Fig. 1: the clock network
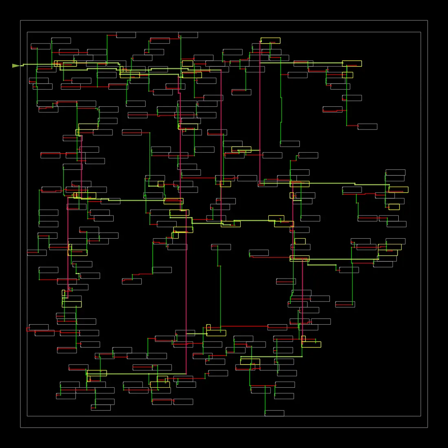
Fig. 2: zoomed window
Scale bar: 20 um. Region (72, 110) to (122, 160) um. Cells in gray, sequential cells in the stronger gray; small squares are vias.
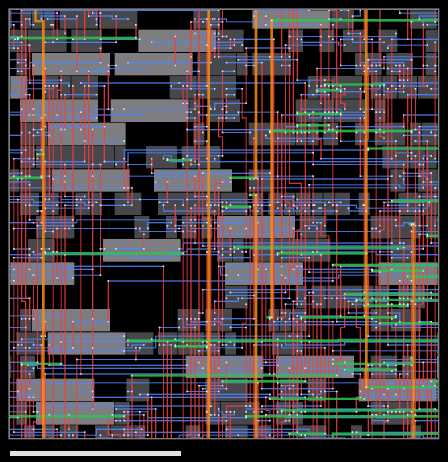
Fig. 3: I/O pins on the die edge
Scale bar: 50 um. Pins as bars across the die edge, other pins in gray.
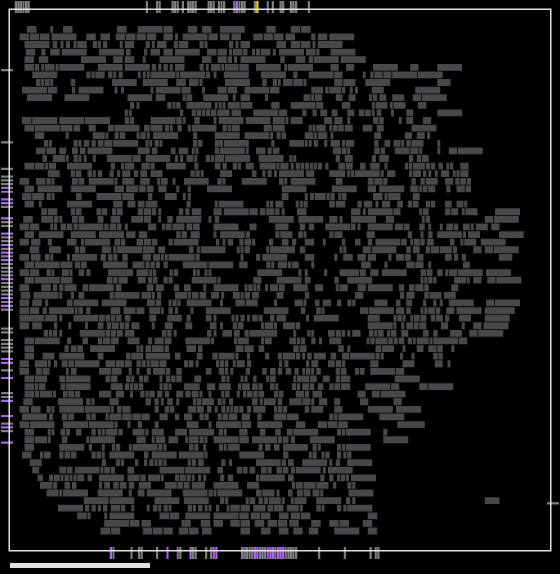
### src/rtl/div_pkg.sv
// Shared definitions for the divYR divider and its mul_add_seq round-trip partner.
// Both blocks take their default operand width from here so they always agree.
//   DIV_WIDTH : default operand/result width in bits
//   state_t   : three-state sequencing used by the iterative engines
package div_pkg;

  localparam int unsigned DIV_WIDTH = 32;

  typedef enum logic [1:0] {
    IDLE = 2'd0,
    CALC = 2'd1,
    DONE = 2'd2
  } state_t;

endpackage

### src/rtl/mul_add_seq.sv
// Iterative radix-2 shift-add engine computing dividend = quotient * divisor + remainder.
// Inverse of divYR; used to check its results and to round-trip its vectors.
// Fixed latency of WIDTH iterations regardless of operand values.
//
// Ports:
//   clk          : clock, all state updates on the rising edge
//   reset_n      : asynchronous active-low reset, aborts any operation in flight
//   start        : request, sampled only in IDLE
//   quotient_in  : multiplier, captured on the accepted start
//   divisor_in   : multiplicand, captured on the accepted start
//   remainder_in : addend, captured on the accepted start
//   busy         : high in CALC and DONE
//   ready        : one-cycle pulse in DONE; results valid from this cycle
//   dividend_out : low WIDTH bits of q*d+r, held until the next DONE
//   overflow     : q*d+r >= 2^WIDTH
//   invalid      : remainder_in >= divisor_in (includes divisor_in == 0)
module mul_add_seq
  import div_pkg::*;
#(
  parameter int unsigned WIDTH = DIV_WIDTH
) (
  input  logic             clk,
  input  logic             reset_n,
  input  logic             start,
  input  logic [WIDTH-1:0] quotient_in,
  input  logic [WIDTH-1:0] divisor_in,
  input  logic [WIDTH-1:0] remainder_in,
  output logic             busy,
  output logic             ready,
  output logic [WIDTH-1:0] dividend_out,
  output logic             overflow,
  output logic             invalid
);

  localparam int unsigned CntW = $clog2(WIDTH) + 1;
  localparam logic [CntW-1:0] LastCnt = CntW'(WIDTH - 1);

  state_t               state_q, state_d;
  logic [2*WIDTH-1:0]   acc_q, acc_d;
  logic [2*WIDTH-1:0]   mcand_q, mcand_d;
  logic [WIDTH-1:0]     mplier_q, mplier_d;
  logic [CntW-1:0]      cnt_q, cnt_d;
  logic                 inv_r_q, inv_r_d;
  logic [WIDTH-1:0]     dividend_q, dividend_d;
  logic                 ovf_q, ovf_d;
  logic                 inv_q, inv_d;

  // Accumulator value after the current iteration; the 2*WIDTH width cannot wrap.
  logic [2*WIDTH-1:0]   acc_sum;

  always_comb begin
    acc_sum = mplier_q[0] ? (acc_q + mcand_q) : acc_q;
  end

  always_comb begin
    state_d    = state_q;
    acc_d      = acc_q;
    mcand_d    = mcand_q;
    mplier_d   = mplier_q;
    cnt_d      = cnt_q;
    inv_r_d    = inv_r_q;
    dividend_d = dividend_q;
    ovf_d      = ovf_q;
    inv_d      = inv_q;

    unique case (state_q)
      IDLE: begin
        if (start) begin
          state_d  = CALC;
          acc_d    = {{WIDTH{1'b0}}, remainder_in};
          mcand_d  = {{WIDTH{1'b0}}, divisor_in};
          mplier_d = quotient_in;
          cnt_d    = '0;
          inv_r_d  = (remainder_in >= divisor_in);
        end
      end
      CALC: begin
        acc_d    = acc_sum;
        mcand_d  = mcand_q << 1;
        mplier_d = mplier_q >> 1;
        cnt_d    = cnt_q + CntW'(1);
        // Outputs update only on the final iteration so they never glitch mid-calc.
        if (cnt_q == LastCnt) begin
          state_d    = DONE;
          dividend_d = acc_sum[WIDTH-1:0];
          ovf_d      = |acc_sum[2*WIDTH-1:WIDTH];
          inv_d      = inv_r_q;
        end
      end
      DONE: begin
        state_d = IDLE;
      end
      default: begin
        state_d = IDLE;
      end
    endcase
  end

  always_ff @(posedge clk or negedge reset_n) begin
    if (!reset_n) begin
      state_q    <= IDLE;
      acc_q      <= '0;
      mcand_q    <= '0;
      mplier_q   <= '0;
      cnt_q      <= '0;
      inv_r_q    <= 1'b0;
      dividend_q <= '0;
      ovf_q      <= 1'b0;
      inv_q      <= 1'b0;
    end else begin
      state_q    <= state_d;
      acc_q      <= acc_d;
      mcand_q    <= mcand_d;
      mplier_q   <= mplier_d;
      cnt_q      <= cnt_d;
      inv_r_q    <= inv_r_d;
      dividend_q <= dividend_d;
      ovf_q      <= ovf_d;
      inv_q      <= inv_d;
    end
  end

  always_comb begin
    busy         = (state_q == CALC) || (state_q == DONE);
    ready        = (state_q == DONE);
    dividend_out = dividend_q;
    overflow     = ovf_q;
    invalid      = inv_q;
  end

endmodule

### config.mk
export PLATFORM = sky130hd
export DESIGN_NAME = mul_add_seq
export DESIGN_NICKNAME = d
export VERILOG_FILES = /design/src/rtl/div_pkg.sv /design/src/rtl/mul_add_seq.sv
export SDC_FILE = /design/constraint.sdc
export NUM_CORES = 1
export LEC_CHECK = 0
export CAP_MARGIN = 20
export CORE_MARGIN = 3
export CORE_UTILIZATION = 40
export DETAILED_ROUTE_END_ITERATION = 12
export GPL_TIMING_DRIVEN = 0
export PLACE_DENSITY = 0.67
export SKIP_LAST_GASP = 1
export SYNTH_ARGS = -nofsm -noshare
export SYNTH_HDL_FRONTEND = slang
export SYNTH_SLANG_ARGS = --single-unit
### constraint.sdc
create_clock -name clk -period 4.2 [get_ports clk]
set_input_delay 0.84 -clock clk [delete_from_list [all_inputs] [get_ports clk]]
set_output_delay 0.84 -clock clk [all_outputs]
set_load 0.005 [all_outputs]
==> results.json <==
{
  "regArea_um2": 5080,
  "warnings": 30,
  "ys_ff": 203,
  "fin_util_pct": 49.6,
  "core-area_um2": 34000,
  "drtIter0Drc": 1275,
  "maxCapViolCount": 0,
  "maxSlewHeadroom_pct": 32.1,
  "crit_required_ns": 4.61,
  "area_leaders": "dfrtp_1 36%, ha_1 8.8%, nand2_1 5.6%, o21ai_0 5.5%, a21oi_1 5.4%",
  "fp_util_pct": 41.2,
  "cts-resized-gates": 4,
  "fin_crit_ns": 4.06,
  "crit_path_max_fanout": 7,
  "synth_top_flop_cell": "dfrtp_1",
  "path_common_cell": "nor2_1",
  "cp-start-kind": "register",
  "gp_congestion": 0.942,
  "synth.most_common_cell": "nand2_1",
  "row_count": 67,
  "rsz0062_at_grt": "no",
  "async_flop_share_pct": 100,
  "stdcell_area_um2": 16900,
  "syn_avg_cell_area_um2": 8.56,
  "final_antenna_net_count": 0,
  "place_ws_ns": -0.127,
  "yosys_area_um2": 14000,
  "critPathBufInv": 1,
  "area_delta_synth_final_pct": 20.3,
  "slowest_delay_ns": 0.52,
  "period_used_pct": 96.8,
  "ys_sh_aoi_pct": 26.9,
  "grt_max_degree": 119,
  "vdd.ir_drop.worst_mv": 0.357,
  "adder_share_pct": 8.98,
  "cp.arrival_ns": 4.47,
  "r2r_cells": 13,
  "fillers": 3281,
  "edf_count": 0,
  "cts_root_buf": "clkbuf_16",
  "leakagePower_nw": 7.27,
  "netlist_instances": 1638,
  "status": "finished, final reports clean",
  "place_inst": 2221,
  "tritoncts": "built",
  "synth_seq_share_pct": 36.2,
  "fin_cells": 2270,
  "antenna_found_initial": 0,
  "layout.cells.most_common": "nand2_1",
  "cts_num_sinks": 203,
  "clock_tree.buffer_depth": 3,
  "crit_path_cell_trace": "ha_1, clkbuf_1, nand2_1, nor2_1, nand3_1, o32ai_4, nor2_1, a21oi_2, a21oi_1, nor4_1, nand4_1, nor4_2, a41oi_2",
  "path_class": "register to register",
  "ys_sh_xor_pct": 3.25,
  "diodes": 0,
  "common_cells": "209 x nand2_1, 203 x dfrtp_1, 155 x o21ai_0, 151 x a21oi_1, 99 x ha_1",
  "hold_ws_ns": 0.273,
  "fp_nets": 1837,
  "grt_pass1_vias": 13000,
  "grt.total_usage_pct": 24.7,
  "top_cell_area_share_pct": 36.2,
  "ys_top_logic_family": "AND-OR/OR-AND gates",
  "cp.depth": 13,
  "yosysTopAreaCell": "dfrtp_1",
  "setup_slack_ns": 0.136,
  "setup_viol": 0,
  "placed_cell_area_um2": 16000,
  "first_pass_iters": 6,
  "crit_path_end": "overflow$_DFFE_PN0P_",
  "simple_gate_area_share_pct": 15.1,
  "synth_cell_types": 75,
  "setup_tns_ns": 0,
  "syn_area_um2": 14000,
  "p_per_area_nw_per_um2": 737,
  "worstReg2RegEnd": "overflow$_DFFE_PN0P_",
  "wl_um": 48100,
  "wire_per_inst_um": 21.2,
  "cts_setup_buffers": 2,
  "path_delay_family": "simple AND/OR/NAND/NOR gates",
  "vias": 13600,
  "max_freq_mhz": 246,
  "worst_slew_pin_slew_ns": 1.02,
  "place_hpwl_um": 36700,
  "report.final.hold_viol_count": 0,
  "min_path_type": "input pin to asynchronous set/reset pin",
  "clkSlewWorstSetupHoldPaths_ns": 0.07,
  "endpoint_kind": "register",
  "cts-htree-levels": 1,
  "power.total_mw": 12.4,
  "logic_area_um2": 8430,
  "yosys_warnings": 0,
  "via_per_inst": 5.98,
  "critPathLaunch": "acc_q[45]$_DFFE_PN0P_",
  "io_pins": 135,
  "top_regs": "acc_q (64), mcand_q (64)",
  "reg2reg_slack_ns": 0.14,
  "postCtsHoldBufs": 0,
  "r2r-start": "acc_q[45]$_DFFE_PN0P_",
  "drc_errors": 0,
  "grt-ovfl-total": 0,
  "grt_pass1_wl_um": 75100,
  "finalMaxSlewViolations": 0,
  "die_area_um2": 37300,
  "lay_top_cells": "207 x nand2_1, 203 x dfrtp_1, 155 x o21ai_0",
  "critPathSlowestCell": "o32ai_4",
  "ys_cells": 1638,
  "nNetsFinal": 2003,
  "drive_above_1_share_pct": 5.10,
  "muxShareOfSynthArea_pct": 5.33
}
-- Fig. 1 (at the start) --
Final Skew: 0.0254 ns
total CTS buffers: 25
Clk power: 2.18 mW
flip-flops: 203
clk_lat worst skew: 0.55 ns

-- Fig. 2 (at the start) --
orange -> met4
blue -> met1
green -> met3
red -> met2
netlist names of flops here include = acc_q (10), mcand_q (5), cnt_q (3)
sequential cells in the window = 21
most frequent = nand2_1 (25), dfrtp_1 (21)
cells with their middle in the window = 172

-- Fig. 3 (at the start) --
purple -> divisor_in  # pins 32, direction input, edge 18 left, 13 bottom, 1 top
yellow -> ready  # pins 1, direction output, edge top
all pins by edge = 53 left, 43 bottom, 38 top, 1 right
port bufs: 134
Die Y: 193 um
die x size: 193 um

-- metal layers --
metal  share of wire (%)  global-route usage, %  wire [um]  vias to the layer above
met3                 6.9                   3.30       3300                       83
met5                   0                      0          0                        -
met2                  45                   39.3      21500                      528
met4                 3.9                   8.44       1860                        0
met1                  44                   34.8      21400                     6563
li1                    -                      -          -                     6401
-- area by class of cell --
cell class                      count  area share [%]
Buffer                            104            2.38
Clock buffer                       38            4.35
Clock inverter                      7           0.482
Inverter                           47            1.05
Multi-Input combinational cell   1284            50.0
Sequential cell                   203            30.1
Tap cell                          448            3.32
Timing Repair Buffer              139            8.32
-- report_power, final --
part | leakage (nW) | switching [mW] | internal [mW]
clock | 0.399 | 0.905 | 1.27
combinational | 4.28 | 4.69 | 2.57
sequential | 2.60 | 0.494 | 2.50
No activity file was given, so power comes from the tool's default toggle rates.
